## src/rtl/scan_decoder_pkg.sv

```systemverilog
// Shared types and helpers for the scan_decoder block: FSM state encoding,
// mode encoding and a one-hot helper sized for the widest supported select.
package scan_decoder_pkg;

    typedef enum logic [1:0] {
        ST_IDLE   = 2'd0,
        ST_DIRECT = 2'd1,
        ST_SCAN   = 2'd2
    } state_e;

    localparam logic MODE_DIRECT = 1'b0;
    localparam logic MODE_SCAN   = 1'b1;

    // Widest select the helper supports; callers truncate to their own width.
    localparam int ONEHOT_MAX_SEL_W = 8;
    localparam int ONEHOT_MAX_W     = 2 ** ONEHOT_MAX_SEL_W;

    function automatic logic [ONEHOT_MAX_W-1:0] onehot(input logic [ONEHOT_MAX_SEL_W-1:0] sel);
        logic [ONEHOT_MAX_W-1:0] v;
        v = {{(ONEHOT_MAX_W-1){1'b0}}, 1'b1} << sel;
        return v;
    endfunction

endpackage

```

## src/rtl/scan_decoder_scan_timer.sv

```systemverilog
// Dwell down-counter for scan mode. Loaded on scan entry, decremented every
// scan cycle, and reloaded from the live dwell value whenever it expires.
// step marks the cycle whose edge advances the index; wrap marks a step
// that takes the index from its last value back to zero.
module scan_timer
    import scan_decoder_pkg::*;
#(
    parameter int DWELL_W = 8
) (
    input  logic               clk,
    input  logic               rst_n,
    input  logic               load,
    input  logic               run,
    input  logic [DWELL_W-1:0] dwell,
    input  logic               idx_last,
    output logic               step,
    output logic               wrap
);

    logic [DWELL_W-1:0] cnt_q;
    logic [DWELL_W-1:0] cnt_d;

    // Next counter value plus step/wrap strobes.
    always_comb begin
        cnt_d = cnt_q;
        step  = 1'b0;
        wrap  = 1'b0;
        if (load) begin
            cnt_d = dwell;
        end else if (run) begin
            if (cnt_q == {DWELL_W{1'b0}}) begin
                cnt_d = dwell;
                step  = 1'b1;
                wrap  = idx_last;
            end else begin
                cnt_d = cnt_q - DWELL_W'(1);
            end
        end else begin
            cnt_d = cnt_q;
        end
    end

    // Counter register; value is retained outside scan mode.
    always_ff @(posedge clk or negedge rst_n) begin
        if (!rst_n) begin
            cnt_q <= {DWELL_W{1'b0}};
        end else begin
            cnt_q <= cnt_d;
        end
    end

endmodule

```

## src/rtl/scan_decoder.sv

```systemverilog
// Registered binary-to-one-hot decoder with a direct (handshaken) mode and an
// autonomous walking-one scan mode with programmable dwell.
module scan_decoder
    import scan_decoder_pkg::*;
#(
    parameter int SEL_W   = 4,
    parameter int DWELL_W = 8
) (
    input  logic                  clk,
    input  logic                  rst_n,
    input  logic                  en,
    input  logic                  mode,
    input  logic                  in_valid,
    output logic                  in_ready,
    input  logic [SEL_W-1:0]      in,
    input  logic [DWELL_W-1:0]    dwell,
    output logic [2**SEL_W-1:0]   out,
    output logic                  out_valid,
    output logic [SEL_W-1:0]      idx,
    output logic                  wrap
);

    localparam int OUT_W = 2 ** SEL_W;

    state_e             state_q, state_d;
    logic [OUT_W-1:0]   out_q, out_d;
    logic               out_valid_q, out_valid_d;
    logic [SEL_W-1:0]   idx_q, idx_d;
    logic               wrap_q, wrap_d;

    logic               accept_s;
    logic               scan_sel_s;
    logic               scan_load_s;
    logic               scan_run_s;
    logic               idx_last_s;
    logic [SEL_W-1:0]   idx_inc_s;
    logic               step_s;
    logic               wrap_s;

    // Handshake: only the enabled, direct-mode, out-of-reset block accepts.
    assign in_ready   = en & (mode == MODE_DIRECT) & rst_n;
    assign accept_s   = in_valid & in_ready;

    assign scan_sel_s  = en & (mode == MODE_SCAN);
    assign scan_load_s = scan_sel_s & (state_q != ST_SCAN);
    assign scan_run_s  = scan_sel_s & (state_q == ST_SCAN);
    assign idx_last_s  = (idx_q == {SEL_W{1'b1}});
    assign idx_inc_s   = idx_q + SEL_W'(1);

    scan_timer #(
        .DWELL_W (DWELL_W)
    ) u_scan_timer (
        .clk      (clk),
        .rst_n    (rst_n),
        .load     (scan_load_s),
        .run      (scan_run_s),
        .dwell    (dwell),
        .idx_last (idx_last_s),
        .step     (step_s),
        .wrap     (wrap_s)
    );

    // Next state: enable dominates, otherwise the mode input picks the state.
    always_comb begin
        state_d = state_q;
        if (!en) begin
            state_d = ST_IDLE;
        end else if (mode == MODE_SCAN) begin
            state_d = ST_SCAN;
        end else begin
            state_d = ST_DIRECT;
        end
    end

    // Next output register values; idx is kept across disable so scan resumes.
    always_comb begin
        out_d       = out_q;
        out_valid_d = out_valid_q;
        idx_d       = idx_q;
        wrap_d      = 1'b0;
        if (!en) begin
            out_d       = {OUT_W{1'b0}};
            out_valid_d = 1'b0;
        end else if (mode == MODE_SCAN) begin
            case (state_q)
                ST_SCAN: begin
                    if (step_s) begin
                        idx_d       = idx_inc_s;
                        out_d       = OUT_W'(onehot(ONEHOT_MAX_SEL_W'(idx_inc_s)));
                        out_valid_d = 1'b1;
                        wrap_d      = wrap_s;
                    end else begin
                        out_d       = out_q;
                    end
                end
                ST_IDLE, ST_DIRECT: begin
                    out_d       = OUT_W'(onehot(ONEHOT_MAX_SEL_W'(idx_q)));
                    out_valid_d = 1'b1;
                end
                default: begin
                    out_d       = OUT_W'(onehot(ONEHOT_MAX_SEL_W'(idx_q)));
                    out_valid_d = 1'b1;
                end
            endcase
        end else begin
            if (accept_s) begin
                idx_d       = in;
                out_d       = OUT_W'(onehot(ONEHOT_MAX_SEL_W'(in)));
                out_valid_d = 1'b1;
            end else begin
                out_d       = out_q;
            end
        end
    end

    // State and output registers.
    always_ff @(posedge clk or negedge rst_n) begin
        if (!rst_n) begin
            state_q     <= ST_IDLE;
            out_q       <= {OUT_W{1'b0}};
            out_valid_q <= 1'b0;
            idx_q       <= {SEL_W{1'b0}};
            wrap_q      <= 1'b0;
        end else begin
            state_q     <= state_d;
            out_q       <= out_d;
            out_valid_q <= out_valid_d;
            idx_q       <= idx_d;
            wrap_q      <= wrap_d;
        end
    end

    assign out       = out_q;
    assign out_valid = out_valid_q;
    assign idx       = idx_q;
    assign wrap      = wrap_q;

endmodule

```

## config.mk

```make
export PLATFORM = sky130hd
export DESIGN_NAME = scan_decoder
export DESIGN_NICKNAME = d
export VERILOG_FILES = /design/src/rtl/scan_decoder_pkg.sv /design/src/rtl/scan_decoder_scan_timer.sv /design/src/rtl/scan_decoder.sv
export SDC_FILE = /design/constraint.sdc
export NUM_CORES = 1
export LEC_CHECK = 0
export CORE_ASPECT_RATIO = 1.5
export CORE_MARGIN = 5
export CORE_UTILIZATION = 45
export CTS_BUF_LIST = sky130_fd_sc_hd__clkbuf_4
export DETAILED_ROUTE_END_ITERATION = 10
export PLACE_DENSITY_LB_ADDON = 0.08
export SLEW_MARGIN = 30
export SYNTH_ARGS = -nofsm -noshare
export SYNTH_HDL_FRONTEND = slang
export SYNTH_SLANG_ARGS = --single-unit
```

## constraint.sdc

```tcl
create_clock -name clk -period 6 [get_ports clk]
set_input_delay 1.2 -clock clk [delete_from_list [all_inputs] [get_ports clk]]
set_output_delay 1.2 -clock clk [all_outputs]
set_load 0.02 [all_outputs]
```

### Cell classes on the final placement, run 1

Scale bar: 20 um.
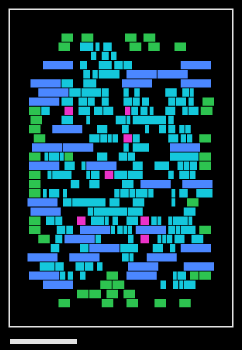
legend:
  clock drivers and dummy loads:
    colour: magenta
    cells: 7
  all other logic:
    colour: cyan
    cells: 161
  flops:
    colour: blue
    cells: 32
  other buffers and delay cells:
    colour: green
    cells: 41

### Gate-type map, run 1

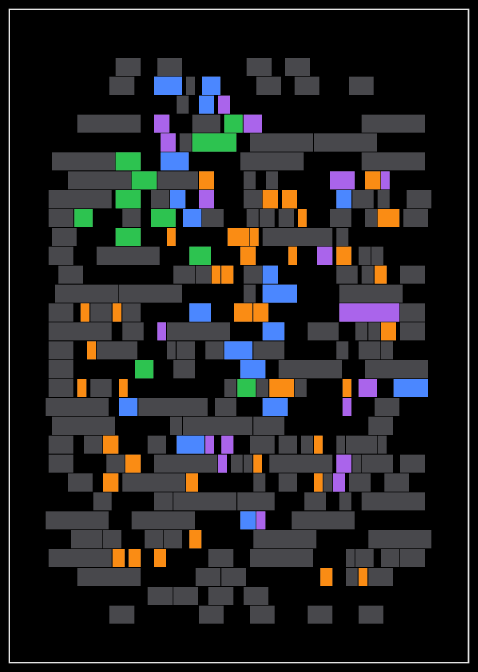
legend:
  AND-OR and OR-AND gates:
    colour: green
    cells: 11
  AND and OR gates:
    colour: blue
    cells: 18
  NOR gates:
    colour: purple
    cells: 18
  NAND gates:
    colour: orange
    cells: 38

==> results.txt, run 1 <==
met1 Use GR -> 0.2090
cell depth of the worst flop-to-flop path -> 5
Chip Area, Yosys -> 2111 um^2
Gate Count Post-Synth -> 205
GR Layer Usage met2 -> 0.3314
antenna cells -> 0
post-route ant nets -> 0
Final Non-Filler Cells -> 305
critical path depth in cells -> 3
die area -> 6189 um^2
layout cells sized above 1 -> 0.1535
Max Cap Violations -> 0
routed wl met2 -> 2783 um
Area leader share -> 0.3794
Synth Area in XOR/XNOR -> 0.004149
Post-Synth Simple-Gate Area -> 0.2282
Non-clock buffers, area share -> 0.1592
die height -> 93.88 um
PD cells -> 246.9 nW/um^2
hold slack -> 0.5068 ns
synthesized area -> 2111 um^2
Flop pwr share -> 0.459
status -> complete, no violations
worst-margin pin slew -> 0.8808 ns
main flop type -> dfrtp_1
internal power -> 0.0003945 W
drt first-iter violations -> 90
Final Core Density -> 0.5606
final setup TNS -> 0 ns
Mux area share -> 0.03142
Area Growth Syn to Fin -> 20.63%
sequential power -> 0.000288 W
crit-path most repeated cell -> clkdlybuf4s50_1
worst setup margin -> 1.834 ns
Reg-to-Reg End -> out[12]$_DFFE_PN0P_
Max power group -> sequential cells
uppermost layer routed -> met4
Total Power -> 0.0006285 W
first-pass GRT wire length -> 8756 um
critical path startpoint -> en
Well Taps -> 64
Post-Syn Area per Cell -> 10.30 um^2
footprint of the multi-input gates -> 1180 um^2
P_leak -> 1.024 nW
Sw Share -> 0.3723
worst reg2reg startpoint -> idx[0]$_DFFE_PN0P_
IO Port Bufs -> 39
GRT Residual Overflow -> 0
gr usage total -> 0.1826
combinational share of cell area -> 0.4634
Comb power frac -> 0.354
cell type with the largest total area -> dfrtp_1
Netlist cell types -> 66
final hold violations -> 0
Biggest Area Class -> combinational gates
top post-synthesis cells by area -> dfrtp_1, buf_6, a21oi_1, o31ai_1, nand2_1
Min-Delay Endpoint -> out_valid$_DFFE_PN0P_
yosys cell count -> 205
top cells by count -> dfrtp_1, nand2_1, a21oi_1, o21ai_0
CTS Buf Count -> 5
tool warnings -> 27
WL final -> 5192 um
endpoints failing setup -> 0
Async SR Flop Fraction -> 1.000
Crit Path Class -> primary input to output port
area of placed instances -> 2496 um^2
dominant kind of combinational cell -> AND-OR/OR-AND gates
Repair and plain buffers -> 41
Post CTS Setup Buffer Count -> 0
VDD IR max -> 0.1072 mV
Fillers -> 420
Clock Root Buffer -> clkbuf_4
pins over their slew limit -> 0
standard-cell rows -> 30
Min-Delay Path Depth -> 1
Starting Density -> 0.4647
overall die width -> 65.92 um
Vias -> 1783
DP Cell Count -> 298
clk_buf instances -> 6
WP data arrival -> 2.97 ns
routed length on met3 -> 170 um
wire per inst -> 17.02 um
FF/Latch Area -> 800.8 um^2
clock network area share -> 0.01966
Logic Gate Count -> 153
flop count -> 32
crit-path cells -> clkdlybuf4s50_1, and3_1, clkdlybuf4s50_1
max FFs per register -> 16
count of library flops with an enable pin -> 0
number of global-route vias before repair -> 1806
critical path launch point type -> primary input
Max transition margin -> 0.4074
pin count of the biggest net entering global routing -> 37
Logic power comb -> 0.000223 W
routed vias/inst -> 5.846
CTS tree -> done
nets -> 261
# IOs -> 40
switching pwr -> 0.0002340 W
top achievable clock speed -> 0.2400 GHz
critical path endpoint -> in_ready
clk sinks -> 32
Post-synth regs -> 32
crit path max fanout -> 17
yosys adder share -> 0.01778
H-tree Lvls -> 2
hold_sp -> out_valid$_DFFE_PN0P_
nonclk inv count -> 8
### Clock network drawn from the DEF, run 1

Scale bar: 20 um.
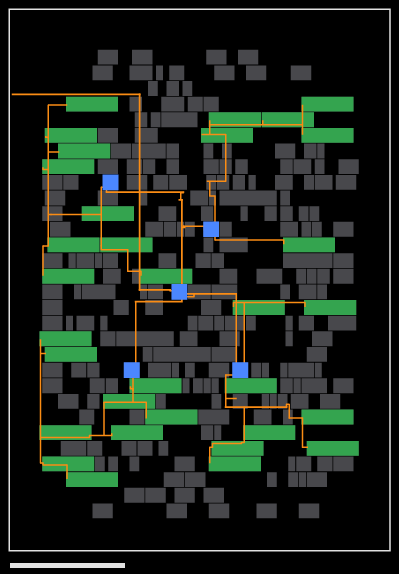
legend:
  cells driving clock nets:
    colour: blue
    count: 5
  flip-flops:
    colour: green
    count: 32
  clock wires:
    colour: orange
    length: 419 um
routed clock nets: 6
flops lie: widely spread
clk_skew: 0.006530 ns
Clk pwr share: 0.187
P_clk: 0.000118 W
Latency at later pin: 0.33 ns

==> run 1 -> run 2 <==
clock period = 3.9 ns   (was 6 ns; I/O delays follow)
### Track usage over the die, run 2

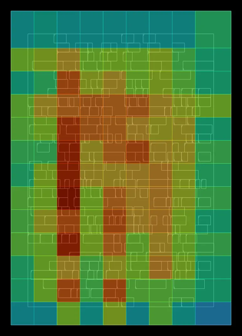
GR Layer Usage met2: 0.3397
busiest grt layer: met2
met3 Usage GRT: 0.04311
wire per inst: 17.25 um

### Sequential cells coloured by netlist name, run 2

Scale bar: 20 um. Other sequential cells in the stronger grey, the rest of the logic in the fainter grey.
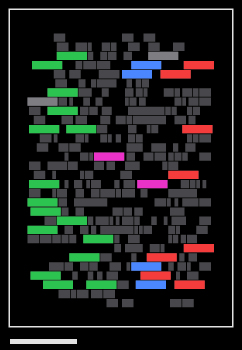
legend:
  state_q:
    colour: magenta
    placed_flops: 2
  out:
    colour: green
    placed_flops: 16
  idx:
    colour: blue
    placed_flops: 4
  u_scan_timer.cnt_q:
    colour: red
    placed_flops: 8
sequential power: 0.000441 W
sequential share of cell area: 0.3096

==> run 2 against run 1 <==
Non-clock buffer count grew 2. Sequential cell count stayed put. Final area is 1.6% higher. Clock skew increased by 0.0013 ns. Largest cell class unchanged. Global-route usage up 0.58 points. Synthesized area unchanged. Highest routed layer unchanged. Routed wire length increased by 2.3%.
==> results.txt, run 2 <==
WP data arrival -> 2.10 ns (-0.87 ns)
max FFs per register -> 16 (unchanged)
critical path endpoint -> in_ready
status -> complete, no violations
uppermost layer routed -> met4
Total Power -> 0.001037 W (+65%)
crit-path cells -> clkdlybuf4s50_1, inv_1, and3_1, clkdlybuf4s50_1
clk sinks -> 32 (unchanged)
main flop type -> dfrtp_1
first-pass GRT wire length -> 8983 um (+2.6%)
cell type with the largest total area -> dfrtp_1
FF/Latch Area -> 800.8 um^2 (unchanged)
routed wl met2 -> 2779 um (-0.14%)
overall die width -> 65.92 um (unchanged)
clock network area share -> 0.02903 (+0.009372)
Post-Synth Simple-Gate Area -> 0.2282 (unchanged)
crit path max fanout -> 2 (-15)
Clk pwr share -> 0.240 (+0.053)
Post CTS Setup Buffer Count -> 0 (unchanged)
Crit Path Class -> primary input to output port
VDD IR max -> 0.2371 mV (+120%)
flop count -> 32 (unchanged)
Max transition margin -> 0.4162 (+0.008795)
antenna cells -> 0 (unchanged)
Gate Count Post-Synth -> 205 (unchanged)
routed length on met3 -> 176 um (+3.5%)
Netlist cell types -> 66 (unchanged)
number of global-route vias before repair -> 1910 (+5.8%)
yosys cell count -> 205 (unchanged)
worst-margin pin slew -> 0.8677 ns (-0.01307 ns)
worst setup margin -> 1.024 ns (-0.8098 ns)
gr usage total -> 0.1884 (+0.005844)
Synth Area in XOR/XNOR -> 0.004149 (unchanged)
Fillers -> 413 (-1.7%)
Repair and plain buffers -> 43 (+4.9%)
nets -> 263 (+0.77%)
clk_buf instances -> 5 (-1)
die area -> 6189 um^2 (unchanged)
standard-cell rows -> 30 (unchanged)
pins over their slew limit -> 0 (unchanged)
critical path depth in cells -> 4 (+1)
Chip Area, Yosys -> 2111 um^2 (unchanged)
Reg-to-Reg End -> out[8]$_DFFE_PN0P_
post-route ant nets -> 0 (unchanged)
Biggest Area Class -> combinational gates
Max Cap Violations -> 0 (unchanged)
count of library flops with an enable pin -> 0 (unchanged)
Logic power comb -> 0.000346 W (+55%)
synthesized area -> 2111 um^2 (unchanged)
drt first-iter violations -> 85 (-5.6%)
Sw Share -> 0.3574 (-0.01492)
cell depth of the worst flop-to-flop path -> 5 (unchanged)
WL final -> 5312 um (+2.3%)
die height -> 93.88 um (unchanged)
CTS tree -> done
Starting Density -> 0.4647 (unchanged)
final setup TNS -> 0 ns (unchanged)
Flop pwr share -> 0.426 (-0.033)
P_leak -> 1.042 nW (+1.8%)
Well Taps -> 64 (unchanged)
nonclk inv count -> 8 (unchanged)
Logic Gate Count -> 153 (unchanged)
yosys adder share -> 0.01778 (unchanged)
worst reg2reg startpoint -> idx[0]$_DFFE_PN0P_
clk_skew -> 0.007879 ns (+0.001349 ns)
critical path launch point type -> primary input
Min-Delay Endpoint -> out[9]$_DFFE_PN0P_
Comb power frac -> 0.334 (-0.020)
final hold violations -> 0 (unchanged)
Non-clock buffers, area share -> 0.1626 (+0.003340)
hold slack -> 0.5137 ns (+0.006901 ns)
routed vias/inst -> 5.831 (-0.25%)
Post-Syn Area per Cell -> 10.30 um^2 (unchanged)
Min-Delay Path Depth -> 2 (+1)
top achievable clock speed -> 0.3477 GHz
met1 Use GR -> 0.2140 (+0.004941)
pin count of the biggest net entering global routing -> 36 (-2.7%)
Clock Root Buffer -> clkbuf_4
No activity file was given, so power comes from the tool's default toggle rates.
